===== src/rtl/ycbcr_pkg.sv =====
// Shared constants and state encoding for the YCbCr colour-segmentation stages.
package ycbcr_pkg;

   localparam int CW_DEF      = 11;
   localparam int CB_MIN_DEF  = 77;
   localparam int CB_MAX_DEF  = 127;
   localparam int CR_MIN_DEF  = 133;
   localparam int CR_MAX_DEF  = 173;
   localparam int MIN_PIX_DEF = 64;

   typedef enum logic [1:0] {
      IDLE    = 2'd0,
      ACCUM   = 2'd1,
      PUBLISH = 2'd2
   } bbox_state_t;

   // Inclusive unsigned window test.
   function automatic logic in_window(input logic [7:0] v,
                                      input logic [7:0] lo,
                                      input logic [7:0] hi);
      return (v >= lo) && (v <= hi);
   endfunction

endpackage


===== src/rtl/ycbcr_skin_bbox_if.sv =====
// Video-in, binary video-out and per-frame box statistics of the skin bbox block.
interface ycbcr_skin_bbox_if #(
   parameter int CW = 11
);
   logic            pre_frame_vsync;
   logic            pre_frame_hsync;
   logic            pre_frame_de;
   logic [7:0]      img_y;
   logic [7:0]      img_cb;
   logic [7:0]      img_cr;

   logic            post_frame_vsync;
   logic            post_frame_hsync;
   logic            post_frame_de;
   logic [7:0]      bin_pixel;

   logic [CW-1:0]   box_x_min;
   logic [CW-1:0]   box_x_max;
   logic [CW-1:0]   box_y_min;
   logic [CW-1:0]   box_y_max;
   logic [2*CW-1:0] box_pix_cnt;
   logic            box_valid;
   logic            frame_done;

   // Source of the video stream / consumer of the results.
   modport master (
      output pre_frame_vsync, pre_frame_hsync, pre_frame_de, img_y, img_cb, img_cr,
      input  post_frame_vsync, post_frame_hsync, post_frame_de, bin_pixel,
      input  box_x_min, box_x_max, box_y_min, box_y_max, box_pix_cnt, box_valid, frame_done
   );

   // The skin bbox block itself.
   modport slave (
      input  pre_frame_vsync, pre_frame_hsync, pre_frame_de, img_y, img_cb, img_cr,
      output post_frame_vsync, post_frame_hsync, post_frame_de, bin_pixel,
      output box_x_min, box_x_max, box_y_min, box_y_max, box_pix_cnt, box_valid, frame_done
   );
endinterface


===== src/rtl/ycbcr_skin_bbox_skin_classifier.sv =====
// Combinational Cb/Cr window compare; skin only counts on active pixels.
module skin_classifier
   import ycbcr_pkg::*;
#(
   parameter int CB_MIN = CB_MIN_DEF,
   parameter int CB_MAX = CB_MAX_DEF,
   parameter int CR_MIN = CR_MIN_DEF,
   parameter int CR_MAX = CR_MAX_DEF
) (
   input  logic       de,
   input  logic [7:0] cb,
   input  logic [7:0] cr,
   output logic       skin
);

   assign skin = de
               & in_window(cb, 8'(CB_MIN), 8'(CB_MAX))
               & in_window(cr, 8'(CR_MIN), 8'(CR_MAX));

endmodule


===== src/rtl/ycbcr_skin_bbox.sv =====
// Skin segmentation with per-frame bounding box / pixel count statistics.
//
// state   | meaning
// IDLE    | after reset, no frame boundary seen yet; nothing to publish
// ACCUM   | accumulating the current frame
// PUBLISH | one cycle: snapshot of the finished frame goes to the box outputs
module ycbcr_skin_bbox
   import ycbcr_pkg::*;
#(
   parameter int CB_MIN  = CB_MIN_DEF,
   parameter int CB_MAX  = CB_MAX_DEF,
   parameter int CR_MIN  = CR_MIN_DEF,
   parameter int CR_MAX  = CR_MAX_DEF,
   parameter int CW      = CW_DEF,
   parameter int MIN_PIX = MIN_PIX_DEF
) (
   input logic               clk,
   input logic               rst_n,
   ycbcr_skin_bbox_if.slave  vid
);

   localparam logic [CW-1:0]   C_MAX     = '1;
   localparam logic [2*CW-1:0] P_MAX     = '1;
   localparam logic [2*CW-1:0] MIN_PIX_W = (2*CW)'(MIN_PIX);

   logic            skin;
   logic            vs_q, hs_q, de_q;
   logic [7:0]      bin_q;
   logic            vs_rise, de_fall, frame_seen, publish;
   logic [CW-1:0]   x_cnt, y_cnt, y_pix;
   logic [CW-1:0]   x_min, x_max, y_min, y_max;
   logic [CW-1:0]   base_x_min, base_x_max, base_y_min, base_y_max;
   logic [2*CW-1:0] pix_acc, base_cnt;
   logic [CW-1:0]   snap_x_min, snap_x_max, snap_y_min, snap_y_max;
   logic [2*CW-1:0] snap_cnt;
   bbox_state_t     state_q, state_d;
   logic            unused_luma;

   assign unused_luma = ^vid.img_y;

   skin_classifier #(
      .CB_MIN(CB_MIN), .CB_MAX(CB_MAX), .CR_MIN(CR_MIN), .CR_MAX(CR_MAX)
   ) u_classifier (
      .de   (vid.pre_frame_de),
      .cb   (vid.img_cb),
      .cr   (vid.img_cr),
      .skin (skin)
   );

   assign vs_rise    = vid.pre_frame_vsync & ~vs_q;
   assign de_fall    = de_q & ~vid.pre_frame_de;
   assign frame_seen = (state_q != IDLE);
   // A pixel coinciding with the vsync rise already belongs to line 0 of the new frame.
   assign y_pix      = vs_rise ? '0 : y_cnt;

   // Video path: syncs and binary pixel registered together.
   always_ff @(posedge clk or negedge rst_n) begin
      if (!rst_n) begin
         vs_q  <= 1'b0;
         hs_q  <= 1'b0;
         de_q  <= 1'b0;
         bin_q <= 8'd0;
      end else begin
         vs_q  <= vid.pre_frame_vsync;
         hs_q  <= vid.pre_frame_hsync;
         de_q  <= vid.pre_frame_de;
         bin_q <= skin ? 8'd255 : 8'd0;
      end
   end

   assign vid.post_frame_vsync = vs_q;
   assign vid.post_frame_hsync = hs_q;
   assign vid.post_frame_de    = de_q;
   assign vid.bin_pixel        = bin_q;

   // Saturating pixel/line coordinate counters.
   always_ff @(posedge clk or negedge rst_n) begin
      if (!rst_n) begin
         x_cnt <= '0;
         y_cnt <= '0;
      end else begin
         if (de_fall)
            x_cnt <= '0;
         else if (vid.pre_frame_de && (x_cnt != C_MAX))
            x_cnt <= x_cnt + 1'b1;

         if (vs_rise)
            y_cnt <= '0;
         else if (de_fall && (y_cnt != C_MAX))
            y_cnt <= y_cnt + 1'b1;
      end
   end

   // Accumulator base: freshly initialised on frame start, else running values.
   always_comb begin
      base_x_min = x_min;
      base_x_max = x_max;
      base_y_min = y_min;
      base_y_max = y_max;
      base_cnt   = pix_acc;
      if (vs_rise) begin
         base_x_min = '1;
         base_x_max = '0;
         base_y_min = '1;
         base_y_max = '0;
         base_cnt   = '0;
      end
   end

   // Frame accumulators; the finished frame is snapshotted at the vsync rise so the
   // accumulators can restart immediately while publishing happens a cycle later.
   always_ff @(posedge clk or negedge rst_n) begin
      if (!rst_n) begin
         x_min      <= '0;
         x_max      <= '0;
         y_min      <= '0;
         y_max      <= '0;
         pix_acc    <= '0;
         snap_x_min <= '0;
         snap_x_max <= '0;
         snap_y_min <= '0;
         snap_y_max <= '0;
         snap_cnt   <= '0;
      end else begin
         x_min   <= (skin && (x_cnt < base_x_min)) ? x_cnt : base_x_min;
         x_max   <= (skin && (x_cnt > base_x_max)) ? x_cnt : base_x_max;
         y_min   <= (skin && (y_pix < base_y_min)) ? y_pix : base_y_min;
         y_max   <= (skin && (y_pix > base_y_max)) ? y_pix : base_y_max;
         pix_acc <= (skin && (base_cnt != P_MAX)) ? base_cnt + 1'b1 : base_cnt;
         if (vs_rise) begin
            snap_x_min <= x_min;
            snap_x_max <= x_max;
            snap_y_min <= y_min;
            snap_y_max <= y_max;
            snap_cnt   <= pix_acc;
         end
      end
   end

   // FSM state register.
   always_ff @(posedge clk or negedge rst_n) begin
      if (!rst_n)
         state_q <= IDLE;
      else
         state_q <= state_d;
   end

   // FSM next state and publish strobe.
   always_comb begin
      state_d = state_q;
      publish = 1'b0;
      case (state_q)
         IDLE:    if (vs_rise) state_d = ACCUM;
         ACCUM:   if (vs_rise && frame_seen) state_d = PUBLISH;
         PUBLISH: begin
            publish = 1'b1;
            state_d = ACCUM;
         end
         default: state_d = IDLE;
      endcase
   end

   // Published statistics; held until the next publish, zeroed for sparse frames.
   always_ff @(posedge clk or negedge rst_n) begin
      if (!rst_n) begin
         vid.box_x_min   <= '0;
         vid.box_x_max   <= '0;
         vid.box_y_min   <= '0;
         vid.box_y_max   <= '0;
         vid.box_pix_cnt <= '0;
         vid.box_valid   <= 1'b0;
         vid.frame_done  <= 1'b0;
      end else begin
         vid.frame_done <= publish;
         if (publish) begin
            if (snap_cnt >= MIN_PIX_W) begin
               vid.box_x_min   <= snap_x_min;
               vid.box_x_max   <= snap_x_max;
               vid.box_y_min   <= snap_y_min;
               vid.box_y_max   <= snap_y_max;
               vid.box_pix_cnt <= snap_cnt;
               vid.box_valid   <= 1'b1;
            end else begin
               vid.box_x_min   <= '0;
               vid.box_x_max   <= '0;
               vid.box_y_min   <= '0;
               vid.box_y_max   <= '0;
               vid.box_pix_cnt <= '0;
               vid.box_valid   <= 1'b0;
            end
         end
      end
   end

endmodule


===== src/flat_wrapper.sv =====
// flat-port wrapper written by rule: the top's interface ports become plain ports
module ycbcr_skin_bbox_flat import ycbcr_pkg::*;
#(
   parameter int CB_MIN  = CB_MIN_DEF,
   parameter int CB_MAX  = CB_MAX_DEF,
   parameter int CR_MIN  = CR_MIN_DEF,
   parameter int CR_MAX  = CR_MAX_DEF,
   parameter int CW      = CW_DEF,
   parameter int MIN_PIX = MIN_PIX_DEF
)
  (clk, rst_n, vid_pre_frame_vsync, vid_pre_frame_hsync, vid_pre_frame_de, vid_img_y, vid_img_cb, vid_img_cr, vid_post_frame_vsync, vid_post_frame_hsync, vid_post_frame_de, vid_bin_pixel, vid_box_x_min, vid_box_x_max, vid_box_y_min, vid_box_y_max, vid_box_pix_cnt, vid_box_valid, vid_frame_done);
  ycbcr_skin_bbox_if #(.CW(CW)) vid_i ();
  input logic clk;
  input logic rst_n;
  input wire logic [$bits(vid_i.pre_frame_vsync)-1:0] vid_pre_frame_vsync;
  input wire logic [$bits(vid_i.pre_frame_hsync)-1:0] vid_pre_frame_hsync;
  input wire logic [$bits(vid_i.pre_frame_de)-1:0] vid_pre_frame_de;
  input wire logic [$bits(vid_i.img_y)-1:0] vid_img_y;
  input wire logic [$bits(vid_i.img_cb)-1:0] vid_img_cb;
  input wire logic [$bits(vid_i.img_cr)-1:0] vid_img_cr;
  output wire logic [$bits(vid_i.post_frame_vsync)-1:0] vid_post_frame_vsync;
  output wire logic [$bits(vid_i.post_frame_hsync)-1:0] vid_post_frame_hsync;
  output wire logic [$bits(vid_i.post_frame_de)-1:0] vid_post_frame_de;
  output wire logic [$bits(vid_i.bin_pixel)-1:0] vid_bin_pixel;
  output wire logic [$bits(vid_i.box_x_min)-1:0] vid_box_x_min;
  output wire logic [$bits(vid_i.box_x_max)-1:0] vid_box_x_max;
  output wire logic [$bits(vid_i.box_y_min)-1:0] vid_box_y_min;
  output wire logic [$bits(vid_i.box_y_max)-1:0] vid_box_y_max;
  output wire logic [$bits(vid_i.box_pix_cnt)-1:0] vid_box_pix_cnt;
  output wire logic [$bits(vid_i.box_valid)-1:0] vid_box_valid;
  output wire logic [$bits(vid_i.frame_done)-1:0] vid_frame_done;
  assign vid_i.pre_frame_vsync = vid_pre_frame_vsync;
  assign vid_i.pre_frame_hsync = vid_pre_frame_hsync;
  assign vid_i.pre_frame_de = vid_pre_frame_de;
  assign vid_i.img_y = vid_img_y;
  assign vid_i.img_cb = vid_img_cb;
  assign vid_i.img_cr = vid_img_cr;
  assign vid_post_frame_vsync = vid_i.post_frame_vsync;
  assign vid_post_frame_hsync = vid_i.post_frame_hsync;
  assign vid_post_frame_de = vid_i.post_frame_de;
  assign vid_bin_pixel = vid_i.bin_pixel;
  assign vid_box_x_min = vid_i.box_x_min;
  assign vid_box_x_max = vid_i.box_x_max;
  assign vid_box_y_min = vid_i.box_y_min;
  assign vid_box_y_max = vid_i.box_y_max;
  assign vid_box_pix_cnt = vid_i.box_pix_cnt;
  assign vid_box_valid = vid_i.box_valid;
  assign vid_frame_done = vid_i.frame_done;
  ycbcr_skin_bbox #(.CB_MIN(CB_MIN), .CB_MAX(CB_MAX), .CR_MIN(CR_MIN), .CR_MAX(CR_MAX), .CW(CW), .MIN_PIX(MIN_PIX)) u_core (.clk(clk), .rst_n(rst_n), .vid(vid_i));
endmodule

===== config.mk =====
export PLATFORM = sky130hd
export DESIGN_NAME = ycbcr_skin_bbox_flat
export DESIGN_NICKNAME = d
export VERILOG_FILES = /design/src/rtl/ycbcr_pkg.sv /design/src/rtl/ycbcr_skin_bbox_if.sv /design/src/rtl/ycbcr_skin_bbox_skin_classifier.sv /design/src/rtl/ycbcr_skin_bbox.sv /design/src/flat_wrapper.sv
export SDC_FILE = /design/constraint.sdc
export NUM_CORES = 1
export LEC_CHECK = 0
export CAP_MARGIN = 20
export CORE_AREA = 2 2 147 185
export CTS_CLUSTER_DIAMETER = 200
export DETAILED_ROUTE_END_ITERATION = 10
export DIE_AREA = 0 0 149 187
export PLACE_DENSITY_LB_ADDON = 0.1
export SLEW_MARGIN = 20
export SYNTH_ARGS = -nofsm -noshare
export SYNTH_HDL_FRONTEND = slang
export SYNTH_SLANG_ARGS = --single-unit
export TNS_END_PERCENT = 1

===== constraint.sdc =====
create_clock -name clk -period 3.2 [get_ports clk]
set_input_delay 0.64 -clock clk [delete_from_list [all_inputs] [get_ports clk]]
set_output_delay 0.64 -clock clk [all_outputs]
set_load 0.01 [all_outputs]

==> flow_summary.html, run 1 <==
<h3>Flow metrics</h3>
<table>
<tr><th>Metric</th><th>Value</th></tr>
<tr><th colspan="2">Outcome</th></tr>
<tr><td>Outcome</td><td>complete, no violations</td></tr>
<tr><th colspan="2">Pwr</th></tr>
<tr><td>Highest-power group</td><td>registers</td></tr>
<tr><th colspan="2">Layout</th></tr>
<tr><td>Leading cell types in the layout, fill and taps excluded</td><td>sky130_fd_sc_hd__nand2_1 (269), sky130_fd_sc_hd__dfrtp_1 (228), sky130_fd_sc_hd__clkdlybuf4s50_1 (98)</td></tr>
<tr><td>Multi-input combinational cell area</td><td>4270 um2</td></tr>
<tr><td>Layout sequential cell count</td><td>228</td></tr>
<tr><td>Mi-comb count</td><td>682</td></tr>
<tr><td>Registers with the most flip-flops</td><td>u_core.pix_acc x22, u_core.snap_cnt x22, u_core.vid.box_pix_cnt x22</td></tr>
<tr><td>Layout-stage area growth over the synthesis result</td><td>25.9%</td></tr>
<tr><td>Count of plain and timing-repair buffers</td><td>169</td></tr>
<tr><th colspan="2">Setup path</th></tr>
<tr><td>Endpoint of the most critical setup path</td><td>u_core.y_max[1]</td></tr>
<tr><th colspan="2">Logic synthesis</th></tr>
<tr><td>Post-synth top cells</td><td>sky130_fd_sc_hd__nand2_1 (269), sky130_fd_sc_hd__dfrtp_1 (228), sky130_fd_sc_hd__nor2_1 (68)</td></tr>
<tr><td>Netlist area before placement</td><td>10,300 um2</td></tr>
<tr><td>Ao+oa area frac</td><td>9.30%</td></tr>
<tr><th colspan="2">STA</th></tr>
<tr><td>Maximum operating frequency</td><td>357 MHz</td></tr>
<tr><td>Worst Max-Slew Pin Slew</td><td>0.848 ns</td></tr>
<tr><td>Worst slack on hold paths</td><td>0.0949 ns</td></tr>
<tr><td>Finish-stage setup viols</td><td>0</td></tr>
<tr><th colspan="2">Die</th></tr>
<tr><td>Core Util at FP</td><td>39.1%</td></tr>
<tr><td>Tapcell count</td><td>345</td></tr>
<tr><th colspan="2">Global routing</th></tr>
<tr><td>Number of global-route vias before repair</td><td>7,545</td></tr>
</table>
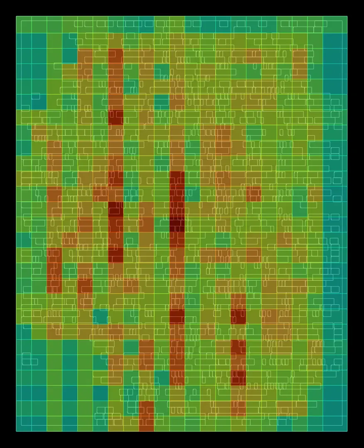
*Track usage over the die, run 1*
Most Used Layer, Global Route: met2
met3 Resource Use GR: 2.32%

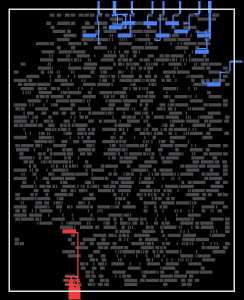
*Nets reached from selected ports, run 1*
(1.5 px per um)
port	colour	bits	direction	edge	end cells	buffers	wire
vid_box_y_min	blue	11	output	10 top, 1 right	11	11	267 um
vid_bin_pixel	red	8	output	bottom	1	8	117 um
number of buffer cells added on primary ports: 99
count of boundary I/O pins: 108

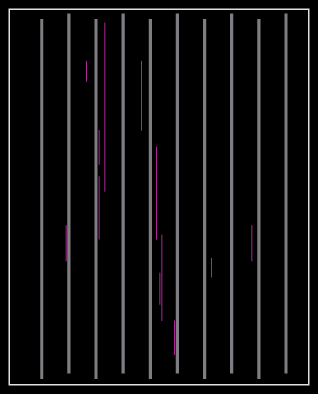
*Metal 4, run 1*
(2 px per um) Supply wires on this layer in grey.
main direction	vertical
wire length on this layer	344 um
nets with wire on the layer	7
share of all routed wire	1.5%
longest straight run	84.3 um
final wirelength: 23,700 um
Via Count: 7,349

==> run 1 -> run 2 <==
REMOVE_ABC_BUFFERS = 1   (was not set)
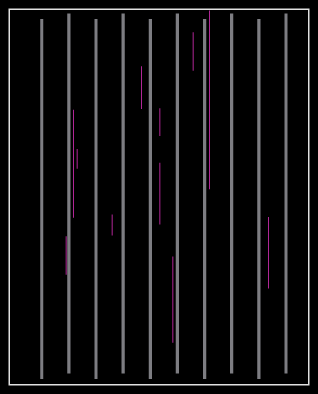
*Metal 4, run 2*
(2 px per um) Supply wires on this layer in grey.
longest straight run	89.1 um
main direction	vertical
final wirelength: 22,600 um
Via Count: 7,396

==> run 2 against run 1 <==
First-iteration DRC count shrank 0.76%. Non-clock buffer count shrank 3. Count of clock-buffer cells in the layout shrank 6. Sequential cell count is the same. Maximum frequency grew 1.8%. Area after synthesis is the same. Critical path depth shrank 3. Design area shrank 0.80%. Sequential share of layout area grew 0.36 points. Wire length shrank 4.8%. Critical path type unchanged. Largest cell class unchanged.
==> flow_summary.html, run 2 <==
<h3>Flow metrics</h3>
<table>
<tr><th>Metric</th><th>Value</th></tr>
<tr><th colspan="2">Outcome</th></tr>
<tr><td>Outcome</td><td>complete, no violations</td></tr>
<tr><th colspan="2">Die</th></tr>
<tr><td>Core Util at FP</td><td>39.1% (unchanged)</td></tr>
<tr><td>Count of boundary I/O pins</td><td>108 (unchanged)</td></tr>
<tr><td>Tapcell count</td><td>345 (unchanged)</td></tr>
<tr><th colspan="2">Logic synthesis</th></tr>
<tr><td>Fraction of synthesized area in multiplexers</td><td>5.39%</td></tr>
<tr><td>Post-synth top cells</td><td>sky130_fd_sc_hd__nand2_1 (269), sky130_fd_sc_hd__dfrtp_1 (228), sky130_fd_sc_hd__nor2_1 (68)</td></tr>
<tr><td>Ao+oa area frac</td><td>9.30% (unchanged)</td></tr>
<tr><th colspan="2">Detailed routing</th></tr>
<tr><td>Uppermost layer routed</td><td>met4</td></tr>
<tr><td>Drc violations</td><td>0</td></tr>
<tr><th colspan="2">Layout</th></tr>
<tr><td>Registers with the most flip-flops</td><td>u_core.pix_acc x22, u_core.snap_cnt x22, u_core.vid.box_pix_cnt x22</td></tr>
<tr><td>Multi-input combinational cell area</td><td>4270 um2 (unchanged)</td></tr>
<tr><td>Layout-stage area growth over the synthesis result</td><td>24.9%</td></tr>
<tr><td>Multi-input combinational area share</td><td>33.2%</td></tr>
<tr><td>Layout sequential cell count</td><td>228 (unchanged)</td></tr>
<tr><td>Mi-comb count</td><td>682 (unchanged)</td></tr>
<tr><td>Count of plain and timing-repair buffers</td><td>166 (-1.8%)</td></tr>
<tr><td>Leading cell types in the layout, fill and taps excluded</td><td>sky130_fd_sc_hd__nand2_1 (269), sky130_fd_sc_hd__dfrtp_1 (228), sky130_fd_sc_hd__clkdlybuf4s50_1 (98)</td></tr>
<tr><th colspan="2">Setup path</th></tr>
<tr><td>Endpoint of the most critical setup path</td><td>u_core.x_min[3]</td></tr>
<tr><th colspan="2">Global routing</th></tr>
<tr><td>Most Used Layer, Global Route</td><td>met2</td></tr>
<tr><th colspan="2">Pwr</th></tr>
<tr><td>Highest-power group</td><td>registers</td></tr>
<tr><th colspan="2">STA</th></tr>
<tr><td>Worst Max-Slew Pin Slew</td><td>0.788 ns (-0.0602 ns)</td></tr>
<tr><td>Maximum operating frequency</td><td>363 MHz (+1.8%)</td></tr>
<tr><td>Finish-stage setup viols</td><td>0 (unchanged)</td></tr>
<tr><td>Worst slack on hold paths</td><td>0.0966 ns (+0.00171 ns)</td></tr>
</table>
Power figures rest on the tool's default switching activity, not on a simulated workload.
